==> config.mk <==
export PLATFORM = sky130hd
export DESIGN_NAME = multi_cycle_control_unit
export DESIGN_NICKNAME = d
export VERILOG_FILES = /design/src/rtl/rv32i_ctrl_pkg.sv /design/src/rtl/rv32i_opcode_decode.sv /design/src/rtl/multi_cycle_control_unit.sv
export SDC_FILE = /design/constraint.sdc
export NUM_CORES = 1
export LEC_CHECK = 0
export CAP_MARGIN = 20
export CORE_UTILIZATION = 48
export CTS_BUF_LIST = sky130_fd_sc_hd__clkbuf_8
export DETAILED_ROUTE_END_ITERATION = 10
export GPL_TIMING_DRIVEN = 1
export PLACE_DENSITY = 0.86
export SYNTH_ARGS = -nofsm -noshare
export SYNTH_HDL_FRONTEND = slang
export SYNTH_SLANG_ARGS = --single-unit
==> constraint.sdc <==
create_clock -name clk -period 2.7 [get_ports clk]
set_input_delay 0.27 -clock clk [delete_from_list [all_inputs] [get_ports clk]]
set_output_delay 0.27 -clock clk [all_outputs]
set_load 0.05 [all_outputs]
==> src/rtl/rv32i_ctrl_pkg.sv <==
// Shared encodings for the multi-cycle RV32I control unit: opcodes, FSM states,
// datapath select encodings and the one-hot instruction class.
package rv32i_ctrl_pkg;

  localparam logic [6:0] OPC_R      = 7'b0110011;
  localparam logic [6:0] OPC_I      = 7'b0010011;
  localparam logic [6:0] OPC_LOAD   = 7'b0000011;
  localparam logic [6:0] OPC_STORE  = 7'b0100011;
  localparam logic [6:0] OPC_BRANCH = 7'b1100011;
  localparam logic [6:0] OPC_JAL    = 7'b1101111;
  localparam logic [6:0] OPC_JALR   = 7'b1100111;
  localparam logic [6:0] OPC_SYSTEM = 7'b1110011;

  typedef enum logic [2:0] {
    S_IF   = 3'd0,
    S_ID   = 3'd1,
    S_EX   = 3'd2,
    S_MEM  = 3'd3,
    S_WB   = 3'd4,
    S_HALT = 3'd5,
    S_TRAP = 3'd6
  } state_t;

  typedef enum logic [1:0] {
    ALU_ADD    = 2'd0,
    ALU_BRANCH = 2'd1,
    ALU_FUNCT  = 2'd2
  } alu_op_t;

  typedef enum logic [1:0] {
    SRCB_RS2  = 2'd0,
    SRCB_IMM  = 2'd1,
    SRCB_FOUR = 2'd2
  } alu_src_b_t;

  typedef enum logic [1:0] {
    NPC_PLUS4 = 2'd0,
    NPC_IMM   = 2'd1,
    NPC_JALR  = 2'd2
  } next_pc_sel_t;

  typedef struct packed {
    logic r;
    logic i;
    logic load;
    logic store;
    logic branch;
    logic jal;
    logic jalr;
    logic ecall;
    logic illegal;
  } inst_class_t;

  // Target PC selection for instructions that retire in WB.
  function automatic next_pc_sel_t wb_next_pc(input inst_class_t c);
    if (c.jal)       return NPC_IMM;
    else if (c.jalr) return NPC_JALR;
    else             return NPC_PLUS4;
  endfunction

endpackage

==> src/rtl/rv32i_opcode_decode.sv <==
// Combinational opcode classifier: maps inst[6:0] to a one-hot instruction class.
// Any opcode outside the supported RV32I subset is flagged illegal.
module rv32i_opcode_decode
  import rv32i_ctrl_pkg::*;
(
  input  logic [6:0]  i_opcode,
  output inst_class_t o_class
);

  always_comb begin
    o_class = '0;
    case (i_opcode)
      OPC_R:      o_class.r       = 1'b1;
      OPC_I:      o_class.i       = 1'b1;
      OPC_LOAD:   o_class.load    = 1'b1;
      OPC_STORE:  o_class.store   = 1'b1;
      OPC_BRANCH: o_class.branch  = 1'b1;
      OPC_JAL:    o_class.jal     = 1'b1;
      OPC_JALR:   o_class.jalr    = 1'b1;
      OPC_SYSTEM: o_class.ecall   = 1'b1;
      default:    o_class.illegal = 1'b1;
    endcase
  end

endmodule

==> src/rtl/multi_cycle_control_unit.sv <==
// FSM control unit for the multi-cycle RV32I CPU (IF/ID/EX/MEM/WB plus HALT/TRAP),
// with cycle and retired-instruction counters. Optional feature macro: ILLEGAL_TRAP_EN.
module multi_cycle_control_unit
  import rv32i_ctrl_pkg::*;
#(
  parameter int CNT_W  = 32,
  parameter int INST_W = 32
) (
  input  logic              clk,
  input  logic              reset,
  input  logic [INST_W-1:0] inst,
  input  logic              mem_ready,
  input  logic              bcond,
  input  logic              halt_cond,
  output logic              mem_read,
  output logic              mem_write,
  output logic              i_or_d,
  output logic              ir_write,
  output logic              alu_src_a,
  output logic [1:0]        alu_src_b,
  output logic [1:0]        alu_op,
  output logic              reg_write,
  output logic              mem_to_reg,
  output logic              pc_to_reg,
  output logic              pc_write,
  output logic [1:0]        next_pc_sel,
  output logic              is_halted,
`ifdef ILLEGAL_TRAP_EN
  output logic              illegal_inst,
`endif
  output logic [CNT_W-1:0]  cycle_count,
  output logic [CNT_W-1:0]  instret_count
);

  localparam logic [CNT_W-1:0] CNT_ONE = {{(CNT_W-1){1'b0}}, 1'b1};

  state_t            r_state;
  state_t            w_state_next;
  logic              r_boot;
  logic [CNT_W-1:0]  r_cycle_count;
  logic [CNT_W-1:0]  r_instret_count;
  inst_class_t       w_class;
  logic              w_unused_inst;

  assign w_unused_inst = ^inst[INST_W-1:7];

  rv32i_opcode_decode u_decode (
    .i_opcode (inst[6:0]),
    .o_class  (w_class)
  );

  // r_boot marks the single idle cycle after reset: state is IF but nothing is requested.
  always_ff @(posedge clk) begin
    if (reset) begin
      r_state <= S_IF;
      r_boot  <= 1'b1;
    end else begin
      r_state <= w_state_next;
      r_boot  <= 1'b0;
    end
  end

  always_comb begin
    w_state_next = r_state;
    mem_read     = 1'b0;
    mem_write    = 1'b0;
    i_or_d       = 1'b0;
    ir_write     = 1'b0;
    alu_src_a    = 1'b0;
    alu_src_b    = SRCB_RS2;
    alu_op       = ALU_ADD;
    reg_write    = 1'b0;
    mem_to_reg   = 1'b0;
    pc_to_reg    = 1'b0;
    pc_write     = 1'b0;
    next_pc_sel  = NPC_PLUS4;
    if (!r_boot) begin
      unique case (r_state)
        S_IF: begin
          mem_read = 1'b1;
          ir_write = mem_ready;
          if (mem_ready) w_state_next = S_ID;
        end
        S_ID: begin
          if (w_class.ecall) begin
            if (halt_cond) begin
              w_state_next = S_HALT;
            end else begin
              pc_write     = 1'b1;
              w_state_next = S_IF;
            end
          end else if (w_class.illegal) begin
`ifdef ILLEGAL_TRAP_EN
            w_state_next = S_TRAP;
`else
            pc_write     = 1'b1;
            w_state_next = S_IF;
`endif
          end else begin
            w_state_next = S_EX;
          end
        end
        S_EX: begin
          if (w_class.branch) begin
            alu_op       = ALU_BRANCH;
            pc_write     = 1'b1;
            next_pc_sel  = bcond ? NPC_IMM : NPC_PLUS4;
            w_state_next = S_IF;
          end else if (w_class.load || w_class.store) begin
            alu_src_a    = 1'b1;
            alu_src_b    = SRCB_IMM;
            alu_op       = ALU_ADD;
            w_state_next = S_MEM;
          end else if (w_class.r) begin
            alu_src_a    = 1'b1;
            alu_src_b    = SRCB_RS2;
            alu_op       = ALU_FUNCT;
            w_state_next = S_WB;
          end else if (w_class.i) begin
            alu_src_a    = 1'b1;
            alu_src_b    = SRCB_IMM;
            alu_op       = ALU_FUNCT;
            w_state_next = S_WB;
          end else begin
            w_state_next = S_WB;
          end
        end
        S_MEM: begin
          i_or_d = 1'b1;
          if (w_class.load) begin
            mem_read = 1'b1;
            if (mem_ready) w_state_next = S_WB;
          end else if (w_class.store) begin
            mem_write = 1'b1;
            if (mem_ready) begin
              pc_write     = 1'b1;
              w_state_next = S_IF;
            end
          end else begin
            w_state_next = S_IF;
          end
        end
        S_WB: begin
          reg_write    = 1'b1;
          pc_write     = 1'b1;
          mem_to_reg   = w_class.load;
          pc_to_reg    = w_class.jal | w_class.jalr;
          next_pc_sel  = wb_next_pc(w_class);
          w_state_next = S_IF;
        end
        S_HALT: w_state_next = S_HALT;
        S_TRAP: w_state_next = S_TRAP;
        default: w_state_next = S_IF;
      endcase
    end
  end

  // Counters are frozen in HALT/TRAP and during the post-reset idle cycle.
  always_ff @(posedge clk) begin
    if (reset) begin
      r_cycle_count   <= '0;
      r_instret_count <= '0;
    end else begin
      if (!r_boot && r_state != S_HALT && r_state != S_TRAP)
        r_cycle_count <= r_cycle_count + CNT_ONE;
      if (pc_write)
        r_instret_count <= r_instret_count + CNT_ONE;
    end
  end

  assign cycle_count   = r_cycle_count;
  assign instret_count = r_instret_count;
  assign is_halted     = (r_state == S_HALT);
`ifdef ILLEGAL_TRAP_EN
  assign illegal_inst  = (r_state == S_TRAP);
`endif

endmodule
==> commit_impl_results.txt, run 1 <==
Record implementation results from latest flow run

- Per the layout area report, the combinational gate area comes to 2030 um2.
- Number of warning messages in the yosys log: 0
- Level count of the clock H-tree: 3
- Total sequential power: 1.04 mW
* Clock-pin transition on the worst setup and hold timing paths: 0.07 ns
* Internal reg-to-reg setup slack: 0.32 ns
- Minimum hold slack: 0.344 ns
* Endpoint of the worst setup timing path: mem_read
- Slowest library cell on the worst path: sky130_fd_sc_hd__clkdlybuf4s50_1
* Post-synth area from yosys stat: 3560 um2
* Iteration-0 DRC Markers: 110
* Final min period: 2.64 ns
- Final setup slack of the worst path: 0.0601 ns
* Met3 usage in global routing: 6.60%
* Final-layout non-clock buffer area share: 24.0%
- From synthesis to final layout, the design area changed by 40.4%.
- Synthesized-area fraction occupied by ao, oa, aoi and oai cells: 16.5%
- Post-CTS timing repair inserted 0 buffers for setup.
* Comb. pwr: 0.244 mW
- Number of standard cells reported by yosys: 438
- Data on the critical path is required at its endpoint by 2.43 ns.
- Setup repair after global routing missed its margin: false
- Registers are responsible for 46.1% of the overall power.
- Buffer count excluding the clock tree in the final layout: 114
- Library cell with the highest instance count after synthesis: sky130_fd_sc_hd__dfxtp_1
- Of the combinational cells, the family taking the most area is simple AND/OR/NAND/NOR gates.
* Total cell area at the placement stage: 4770 um2
- Fraction of area in multi-input gates: 40.6%
* Maximum clock frequency: 0.379 GHz
- Result of the run: completed
- The first global-routing pass estimated 15.0 mm of wire.
- After routing the design area is 5000 um2.
- Floorplan die height: 88.1 um
* Fraction of standard cell area that is sequential: 27.2%
* Number of buffers added by the clock tree synthesis step: 9
- Tap cell count: 99
* Maximum resistive drop on vdd: 0.271 mV
* Power consumed by the clock network: 0.972 mW
- In this run the cell area of the synthesized design comes to 3560 um2.
- FF/Latch Area: 1360 um2
- Post-route DRC violation count: 0
- Total clock sinks: 68
- Portion of total power attributed to combinational logic: 10.8%
- 117 I/O pins were placed.
- Standard-cell row count: 31
* IO Port Bufs: 90
* Share of total power consumed by net switching: 26.9%
- Crit. path cell count: 7
* Average detailed-routed wire length per instance: 14.4 um
- Worst stage delay on the critical path: 0.43 ns
- GRT Total Usage: 24.5%
* Setup crit start kind: input port
* Multi-input comb cells: 333
* Detailed Routing Iterations Pass 1: 4
- The number of global-route vias before repair came to 3326.
- Final setup skew: 0.0141 ns
- The final report lists the setup-violating endpoint count as 0.
* Fp_density: 49.4%
* Count of inverters not on the clock network in the layout: 16
* Count of non-filler cells in the finished layout: 646
- From left edge to right edge, the die measures 88.1 um.
- The worst register-to-register path begins at instret_count[4].
* Area share, top type: 38.2%
* Number of unique standard cell types used by synthesis: 59
* Worst-Margin Slew: 0.742 ns
* Later-pin clock latency in the skew report: 0.36 ns
- Hold-critical path depth: 2
* Category of the worst setup path capture point: output port
- Met2 Usage GRT: 41.6%
* Area of the chip: 7770 um2
- Maximum number of buffers from clock root to sink: 2
- The number of nets in the synthesized netlist is 477.
* Filler cell count: 597
* Largest cells by area: sky130_fd_sc_hd__dfxtp_1 38%, sky130_fd_sc_hd__nor2_1 5.3%, sky130_fd_sc_hd__a21oi_1 5.2%
* Cells after DPL: 630
- Total negative slack for setup checks: 0 ns
* Adder Share, Synth: 0.703%
- Ys flop type: sky130_fd_sc_hd__dfxtp_1
- Inserted Diodes: 0
- Register share after synthesis: 38.2%
- Net switching power: 0.606 mW
* Wire length on met1: 3.99 mm
- Worst path bufs/invs: 3
- Area inside the core boundary: 7210 um2
* Share of layout cells above drive strength 1: 13.0%
- The number of maximum-capacitance violations recorded for the run is 0.
- Entering global routing, the biggest net connects 69 pins.
* Final core occ: 69.3%
- Layout clock buffers: 9
* Worst setup path start: inst[3]
* Top cell type by total area after synthesis: sky130_fd_sc_hd__dfxtp_1
- The initial antenna violation count came to 0.
- The report puts the cell count of the worst reg-to-reg path at 7.
* Cell family contributing the most delay on the critical path: simple AND/OR/NAND/NOR gates
- The signal on the critical path passes through clkdlybuf4s50_1, nand4bb_1, buf_4, or4_4, or3_1, a21oi_2, buf_12.
- Headroom to the max-slew limit came out at 50.5%.
- Hold endpoint: r_boot
* Clock network area share: 4.58%
* DRT Wirelength: 9.30 mm
- Post-route fraction of the period consumed by the critical path: 97.8%
- Most used logic cell in the final layout: sky130_fd_sc_hd__clkdlybuf4s50_1
* Leakage power figure: 1.64 nW
- The top cell types in the final layout, fill and taps aside, are 78 x sky130_fd_sc_hd__clkdlybuf4s50_1, 68 x sky130_fd_sc_hd__dfxtp_1, 50 x sky130_fd_sc_hd__nor2_1.
* Share of synthesized registers carrying an async set or reset: 0%
- Via/cell ratio: 5.57
- Root buffer selected by CTS: sky130_fd_sc_hd__clkbuf_8
* Gpl congestion: 0.878
* Final Hold Viols: 0
- Most Crowded Layer GR: met2
* FFs & Latches: 68
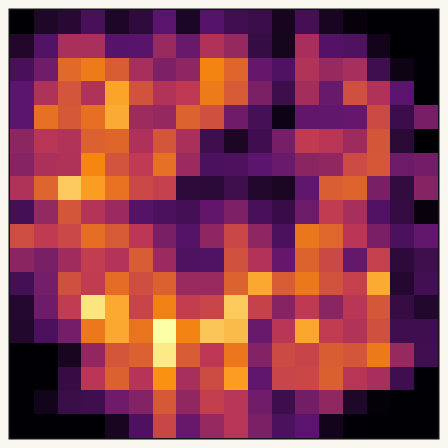
run_1/route_heat.png
The die is cut into 18 by 18 equal tiles; black is low, pale yellow is high, scaled to the fullest tile. Values are wire area over tile area, all layers added.
tiles over half the peak = 33%
mean over tiles = 0.19
emptiest ninth of the die = north-east
fullest tile = 0.50

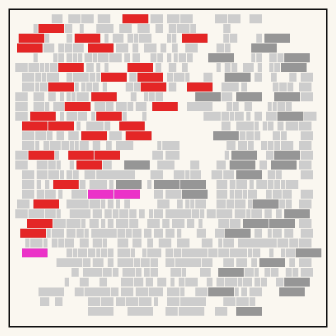
run_1/ff_map.png
Other sequential cells in the stronger grey, the rest of the logic in the fainter grey.
red -> `cycle_count`  # flops 32
magenta -> `r_state`  # flops 3
not coloured = 33

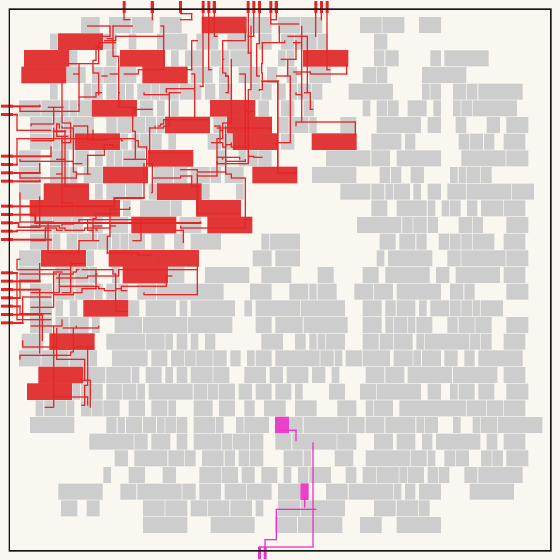
run_1/port_trees.png
magenta -> `next_pc_sel`  # bits 2, direction output, end cells 2, buffers 2, wire 46.6 um
red -> `cycle_count`  # bits 32, direction output, end cells 32, buffers 32, wire 1220 um

==> run 2, diff against run 1 <==
- TNS_END_PERCENT: default -> 100
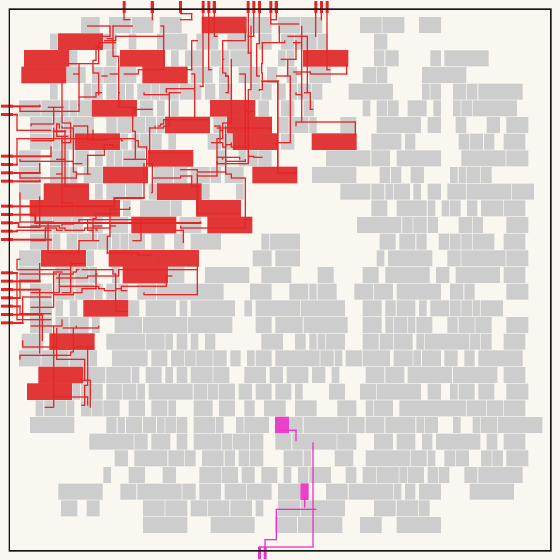
run_2/port_trees.png
red -> `cycle_count`  # bits 32, direction output, end cells 32, buffers 32, wire 1220 um
magenta -> `next_pc_sel`  # bits 2, direction output, end cells 2, buffers 2, wire 46.6 um

==> run 2 against run 1 <==
Non-clock buffer count unchanged. Final cell count unchanged. Critical path depth unchanged. Register-to-register slack about the same. Fmax unchanged. Global-route usage unchanged. Highest routed layer unchanged.
==> commit_impl_results.txt, run 2 <==
Record implementation results from latest flow run

- Result of the run: completed
* Final setup skew: 0.0141 ns
- In the synthesized netlist the async set-or-reset flop fraction comes to 0%.
* Tool warnings: 51
* Synthesized-area fraction occupied by ao, oa, aoi and oai cells: 16.5%
* Cell family contributing the most delay on the critical path: simple AND/OR/NAND/NOR gates
- Power consumed by the clock network: 0.972 mW
- Clock-pin transition on the worst setup and hold timing paths: 0.07 ns
* Filler cell count: 597
* Count of non-filler cells in the finished layout: 646
- Detailed-route iteration 0 reported a violation count of 110.
* P_int: 1.65 mW
* Largest driver fanout on the critical path: 6
- Average detailed-routed wire length per instance: 14.4 um
* GRT Total Usage: 24.5%
* Library cell with the highest instance count after synthesis: sky130_fd_sc_hd__dfxtp_1
- Count of inverters not on the clock network in the layout: 16
- Measured on the final layout, buffering overhead outside the clock network stands at 24.0%.
- Final core occ: 69.3%
- From the final report, the count of setup violators was given as 0.
- Total clock sinks: 68
* Tap cell count: 99
- The H-tree was split into 3 levels.
- Maximum resistive drop on vdd: 0.271 mV
- # hold bufs at CTS: 0
- Layout clock buffers: 9
- Reported max-cap violation count: 0
- Data required, critical path: 2.43 ns
- Across all register-to-register paths, the minimum setup slack is 0.32 ns.
- Most Crowded Layer GR: met2
- FF/Latch Area: 1360 um2
- During placement, the flow inserted port buffers numbering 90.
- Endpoint of the worst setup timing path: mem_read
- After synthesis, the design contains 438 cells according to Yosys.
- The final hold violation count recorded for this run is 0.
* Root buffer selected by CTS: sky130_fd_sc_hd__clkbuf_8
- The number of multi-input combinational cells in the layout is 333.
- Beginning of the worst hold path: reset
- Once placement completed, the tool counted placed cells totaling 630.
- The floorplan step records an initial core utilization of 49.4%.
* Worst-Margin Slew: 0.742 ns
* Post-synth area from yosys stat: 3560 um2
- Cells with a size suffix above 1 make up 13.0% of the layout.
- Number of warning messages in the yosys log: 0
* Area of the chip: 7770 um2
- Met2 Usage GRT: 41.6%
* Total negative slack for setup checks: 0 ns
* Slowest library cell on the worst path: sky130_fd_sc_hd__clkdlybuf4s50_1
- Horiz. Die Dim: 88.1 um
- On the worst path, the slowest cell contributes a delay of 0.43 ns.
* Worst setup path start: inst[3]
* Wire length on met1: 3.99 mm
* Via/cell ratio: 5.57
- In this run the vertical extent of the chip is 88.1 um.
- The largest total area in the synthesized netlist belongs to sky130_fd_sc_hd__dfxtp_1.
- In this build the clock could be raised as far as 0.379 GHz.
- Minimum hold slack: 0.344 ns
- Clock network fraction of design power: 43.1%
- The most common logic cell in the final layout is sky130_fd_sc_hd__clkdlybuf4s50_1.
* Worst min path class: in2reg
- Crit path cell chain: clkdlybuf4s50_1, nand4bb_1, buf_4, or4_4, or3_1, a21oi_2, buf_12
* Worst path bufs/invs: 3
- Number of unique standard cell types used by synthesis: 59
- Final min period: 2.64 ns
- Comb. pwr: 0.244 mW
* FFs & Latches: 68
- Walking the critical path from launch to capture passes 7 cell instances.
- The critical path in the final layout is reported with a setup slack of 0.0601 ns.
* First-pass GRT wire length: 15.0 mm
- Maximum number of buffers from clock root to sink: 2
* Portion of total power attributed to combinational logic: 10.8%
* Number of global-route vias before repair: 3326
* Later-pin clock latency in the skew report: 0.36 ns
- Top-level I/O count: 117
- Post-synth the commonest register cell is sky130_fd_sc_hd__dfxtp_1.
- Looking at the setup timing report, the critical path kind is in2out.
- Combined area of the multi-input logic cells: 2030 um2
- Sequential cells account for 46.1% of the total power.
* Hold-critical path depth: 2
- Global routing usage on met1: 29.0%
- The routed layout reports a DRC error count of 0.
* Remaining max-slew budget at the tightest pin: 50.5%
* TritonCTS clock tree: done
- Gpl congestion: 0.878
* Buffer count excluding the clock tree in the final layout: 114
- Adder Share, Synth: 0.703%
- Fraction of area in multi-input gates: 40.6%
- STA classifies the critical path startpoint as an input port.
- Summing every instance area after synthesis gives 3560 um2.
* Post-layout instance area: 5000 um2
* Inserted Diodes: 0
* Met3 usage in global routing: 6.60%
- Category of the worst setup path capture point: output port
* Critical Path AT: 2.37 ns
- Standard-cell row count: 31
- Number of antenna violations at the first check in global routing: 0
- In the final layout, flip-flops and latches take up 27.2% of the cell area.
- Setup repair after global routing left no endpoint under its margin.
- The startpoint identified for the worst register-to-register timing path is instret_count[4].
- The synthesized design devotes to its leading area cell type 38.2% of total area.
- From synthesis to final layout, the design area changed by 40.4%.
- Highest layer used for signal routing: met4
- Once the clock tree was built, the setup fixing pass inserted 0 buffers.
- The iteration count recorded for the first detailed-route pass is 4.
- Entering global routing, the biggest net connects 69 pins.
- Logic depth of the worst register-to-register path: 7
- Number of buffers added by the clock tree synthesis step: 9
* Clock network area share: 4.58%
* Nets: 581
- Net switching power: 0.606 mW
* Post-route fraction of the period consumed by the critical path: 97.8%
- Total sequential power: 1.04 mW
* Total cell area at the placement stage: 4770 um2
- In this run the critical register-to-register path is captured at instret_count[29].
- The synthesized netlist devotes 30.0% of its cell area to simple gates.
- Register share after synthesis: 38.2%
- Summed over all layers, the routed wires come to 9.30 mm.
- Area inside the core boundary: 7210 um2
* Mapped Nets: 477
* Share of total power consumed by net switching: 26.9%
- Hold endpoint: r_boot
* Leakage power figure: 1.64 nW
- Largest cells by area: sky130_fd_sc_hd__dfxtp_1 38%, sky130_fd_sc_hd__nor2_1 5.3%, sky130_fd_sc_hd__a21oi_1 5.2%
- Ranking logic cells in the layout by count gives the top entries 78 x sky130_fd_sc_hd__clkdlybuf4s50_1, 68 x sky130_fd_sc_hd__dfxtp_1, 50 x sky130_fd_sc_hd__nor2_1.
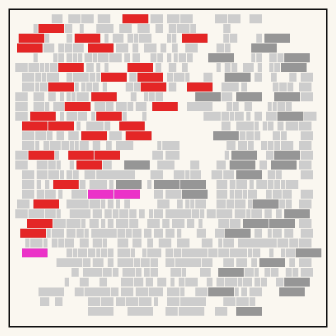
run_2/ff_map.png
Other sequential cells in the stronger grey, the rest of the logic in the fainter grey.
magenta -> `r_state`  # flops 3
red -> `cycle_count`  # flops 32
not coloured = 33

Power figures rest on the tool's default switching activity, not on a simulated workload.
